File: config.mk
export PLATFORM = sky130hd
export DESIGN_NAME = pipe_add_sub
export DESIGN_NICKNAME = d
export VERILOG_FILES = /design/src/rtl/pipe_add_sub.sv
export SDC_FILE = /design/constraint.sdc
export NUM_CORES = 1
export LEC_CHECK = 0
export CAP_MARGIN = 15
export CORE_MARGIN = 2
export CORE_UTILIZATION = 35
export CTS_CLUSTER_SIZE = 20
export DETAILED_ROUTE_END_ITERATION = 8
export GPL_TIMING_DRIVEN = 1
export MAX_ROUTING_LAYER = met4
export SLEW_MARGIN = 25
export SYNTH_ARGS = -nofsm -noshare
export SYNTH_HDL_FRONTEND = slang
export SYNTH_SLANG_ARGS = --single-unit
File: constraint.sdc
create_clock -name clk -period 4.36 [get_ports clk]
set_input_delay 0.654 -clock clk [delete_from_list [all_inputs] [get_ports clk]]
set_output_delay 0.654 -clock clk [all_outputs]
set_load 0.03 [all_outputs]
File: src/rtl/pipe_add_sub.sv
// pipe_add_sub: pipelined adder/subtractor resolving CHUNK bits per stage, with a
// global valid/ready advance so the whole pipe either shifts or holds each cycle.
module pipe_add_sub #(
    parameter int WIDTH = 32,
    parameter int CHUNK = 4
) (
    input  logic             clk,
    input  logic             rst_n,
    input  logic             in_valid_i,
    output logic             in_ready_o,
    input  logic [WIDTH-1:0] in1_i,
    input  logic [WIDTH-1:0] in2_i,
    input  logic             c_in_i,
    input  logic             op_sub_i,
    output logic             out_valid_o,
    input  logic             out_ready_i,
    output logic [WIDTH-1:0] sum_o,
    output logic             c_out_o,
    output logic             ovf_o,
    output logic             zero_o
);
    localparam int STAGES = WIDTH / CHUNK;
    localparam int L = STAGES - 1;
    logic adv;
    logic [STAGES-1:0] v_q, v_d, c_q, c_d, pc;
    logic [STAGES-1:0][WIDTH-1:0] s_q, s_d, ps, pa, pb;
    logic [STAGES-1:0][CHUNK:0] sl;
    logic ovf_q, zero_q;

    assign adv = out_ready_i | ~v_q[L];
    assign in_ready_o = adv;
    assign pa[0] = in1_i;
    assign pb[0] = op_sub_i ? ~in2_i : in2_i;
    assign pc = STAGES'({c_q, c_in_i});
    assign v_d = STAGES'({v_q, in_valid_i});
    assign ps = s_q << WIDTH;

    // operands ride along with the beat; the last stage has no slice left to consume
    if (STAGES > 1) begin : g_ops
        logic [L-1:0][WIDTH-1:0] a_q, b_q;
        always_ff @(posedge clk) begin
            if (!rst_n) begin
                a_q <= '0;
                b_q <= '0;
            end else if (adv) begin
                a_q <= pa[L-1:0];
                b_q <= pb[L-1:0];
            end
        end
        assign pa[L:1] = a_q;
        assign pb[L:1] = b_q;
    end

    always_comb begin
        for (int k = 0; k < STAGES; k++) begin
            sl[k] = {1'b0, pa[k][k*CHUNK +: CHUNK]} + {1'b0, pb[k][k*CHUNK +: CHUNK]} + {{CHUNK{1'b0}}, pc[k]};
            c_d[k] = sl[k][CHUNK];
            s_d[k] = ps[k] | (WIDTH'(sl[k][CHUNK-1:0]) << (k * CHUNK));
        end
    end

    // a^b^s at the top bit recovers the carry into it
    always_ff @(posedge clk) begin
        if (!rst_n) begin
            v_q    <= '0;
            c_q    <= '0;
            s_q    <= '0;
            ovf_q  <= 1'b0;
            zero_q <= 1'b0;
        end else if (adv) begin
            v_q    <= v_d;
            c_q    <= c_d;
            s_q    <= s_d;
            ovf_q  <= pa[L][WIDTH-1] ^ pb[L][WIDTH-1] ^ s_d[L][WIDTH-1] ^ c_d[L];
            zero_q <= ~|s_d[L];
        end
    end

    assign out_valid_o = v_q[L];
    assign sum_o = s_q[L];
    assign c_out_o = c_q[L];
    assign ovf_o = ovf_q;
    assign zero_o = zero_q;
endmodule

Fig. 1: congestion heat map
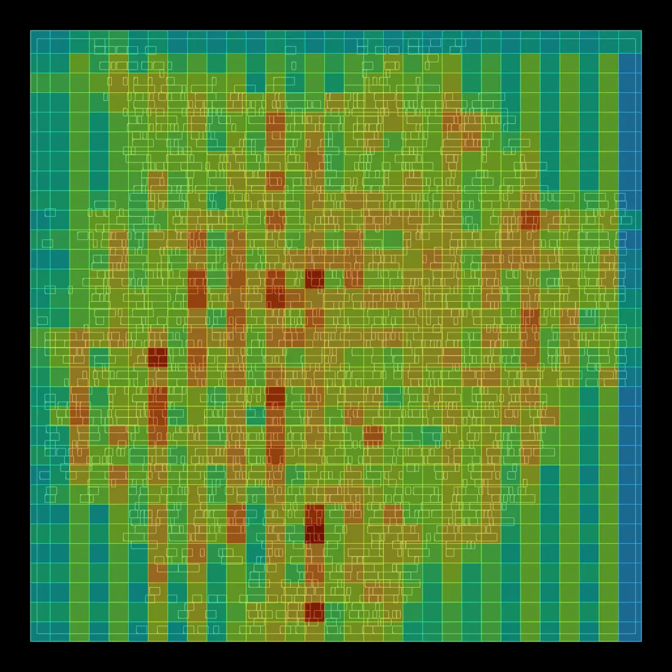
final design utilization: 0.416
grt met1 use: 0.191
GR Util met3: 0.0228
Avg WL per Cell: 13.3 microns

Fig. 2: gate-type map
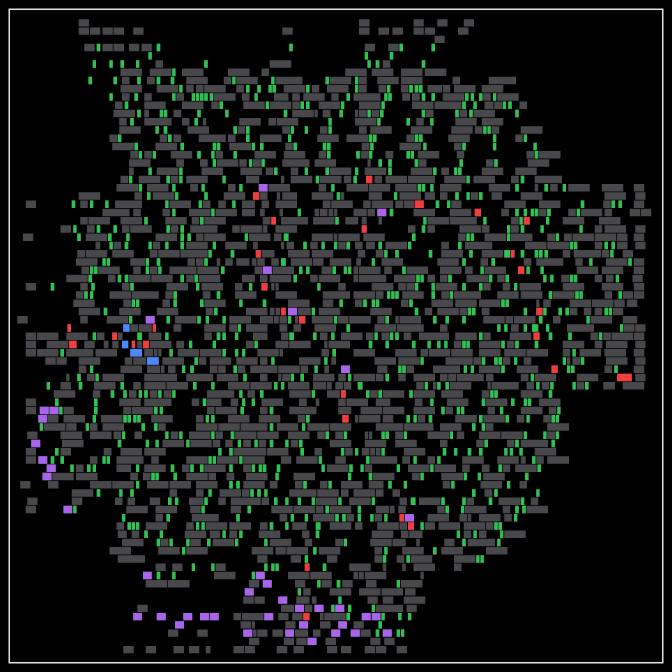
- purple: xor and xnor cells (cells 40)
- blue: and/or cells (cells 4; where middle left)
- green: nand cells (cells 703; where spread over the die)
- red: nor cells (cells 29)
logic share of the area: 0.386
Top cell excl fill/tap: nand2_1
non-filler cells in the finished layout: 2,445

## synth_stat cells (7+ instances only)
| cell | instances |
|---|---|
| nand3_1 | 7 |
| a21boi_0 | 325 |
| nor2b_1 | 8 |
| o21a_1 | 16 |
| a21oi_1 | 14 |
| ha_1 | 24 |
| nor3_1 | 8 |
| a21o_1 | 8 |
| buf_4 | 28 |
| nand2_1 | 694 |
| dfxtp_1 | 386 |
| buf_2 | 56 |
| clkbuf_1 | 47 |
| o211a_1 | 43 |
| xnor2_1 | 37 |
| fa_1 | 16 |
| o21ai_0 | 10 |
| inv_1 | 30 |
## worst max path at each step
stage,start,to,slack (ns),cells after the start
after floorplan,op_sub_i,c_q[0],2.06,9
after global placement,out_ready_i,zero_o,1.37,7
after detailed placement,out_ready_i,g_ops.a_q[41],1.35,6
after CTS,out_ready_i,in_ready_o,1.39,4
after global routing,out_ready_i,in_ready_o,1.33,4
final,out_ready_i,in_ready_o,1.40,4
## worst max-delay path, delay by kind of cell
family | cells | cell delay [ns]
simple gates | 1 | 0.08
buf+inv | 3 | 1.53
## cells by family after synthesis
kind of cell             synth area share
XOR/XNOR                           0.0225
AND/OR/NAND/NOR                     0.183
flip-flops                          0.496
buffers and inverters              0.0502
adder cells (fa/ha/maj)            0.0398
AND-OR/OR-AND                       0.209
## per-stage QoR
stage               std cells  cell area, sq um  hold WS (ns)
global route             2445             18300         0.477
floorplan                1790             15600         0.440
global placement         2366             16800         0.450
finish                   2445             18300         0.458
detailed placement       2366             16800         0.456
CTS                      2442             18300         0.464
## where the power goes
group          internal [W]  switching [W]
Clock               0.00219        0.00138
Combinational      0.000216       0.000186
Sequential          0.00365      0.0000649
==> changes_impl.md <==
### Implementation results

* Worst EP required at 3.71 ns
* CTS tree: built
* Comb gates at 1,242
* Pin count of the biggest net entering global routing at 260
* Min Clock Period, post-route at 2.96 ns
* PnR worst setup slack at 1.40 ns
* Leakage power at 6.91 nW
* Arr. time, crit path at 2.31 ns
* Peak VDD IR at 281 uV
* CTS Sinks at 386
* Cell class with the largest area share: flip-flops and latches
* Crit Path Max Fanout at 70
* CTS clk-pin slew, worst paths at 0.06 ns
* Worst Hold Path EP: ps[103]
* Met2 routed WL at 14,500 microns
* ClkCell Share at 0.0775
* Biggest area cells: dfxtp_1 50%, nand2_1 17%, a21boi_0 16%, o211a_1 2.8%, xnor2_1 2.1%
* Total number of vias at 11,413
* Worst Hold Class: register to register
* Tot GR Track Use at 0.143
* Fill count at 4,468
* Yosys stat area at 0.0156 sq mm
* Place WS at 1.35 ns
* Asr flop ratio synth at 0
* Logic area at 0.00708 sq mm
* Synth Cell Area at 0.0156 sq mm
* I/O pin total at 107
* Via density at 4.67
* Signal buffers at 118
* Number of nets at floorplan at 1,900
* Worst path max stage delay at 0.75 ns
* Slew Viols, Final at 0
* R2r startpoint: c_q[6]
* Average size of a mapped cell at 8.71 sq um
* DRT met1 WL at 15,900 microns
* Total Power at 0.00768 W
* Clk buf depth at 3
* Drt total wl at 32,500 microns
* Fraction of area in registers at 0.421
* Vias in the first global route at 11,034
* RSZ-0062 raised after global routing: no
* Tapcells at 592
* Syn. warnings at 0
* Critical Path Start Type: primary input
* Late-Pin Clk Latency at 0.53 ns
* Post-synth top area cell: dfxtp_1
* DRC at 0
* Diode count at 0
* Top cell type's share of synthesized area at 0.496
* CP endpoint kind: output port
* Die height at 215 microns
* Top Usage Layer GRT: met2
* Logic inverters at 31
* # port buffers at 106
* Std-Cell Rows at 77
* Crit-path cells: clkdlybuf4s50_1 > nor2b_4 > inv_8 > clkdlybuf4s50_1
* Post-layout period usage at 0.680
* GP Congestion at 0.781
* Die Wd at 215 microns
* Maxcap violations at 0
* Antenna violations before repair at 0
* CTS Buf Count at 42
* Synth Seq Share at 0.496
* Max H-tree Level at 2
* Final hold violations at 0
* Share of layout cells above drive strength 1 at 0.0459
* Hold buffer count at CTS at 0
* DIE AREA at 0.0462 sq mm
* Init Core Util at 0.353
* Synth unique cells at 35
* Final net count at 1,931
* Resized cells post-CTS at 0
* Cells after Synth at 1,790
* R2r worst-path depth at 5
* Hold Crit Start: ps[103]
* Worst setup path class: primary input to output port
* Status: completed
* Setup bufs post-CTS at 0
* Final Setup Violations at 0
* Flops after synth at 386
* ANT nets after route at 0
* GR Util met2 at 0.222
* Clkbuf count at 67
* Core Box Area at 0.0441 sq mm
* Count of library flops with an enable pin at 0
* Yosys cell count at 1,790
* Buffering overhead at 0.0680
* Worst R2R End: zero_o
* Grt total ovfl at 0
Power figures rest on the tool's default switching activity, not on a simulated workload.
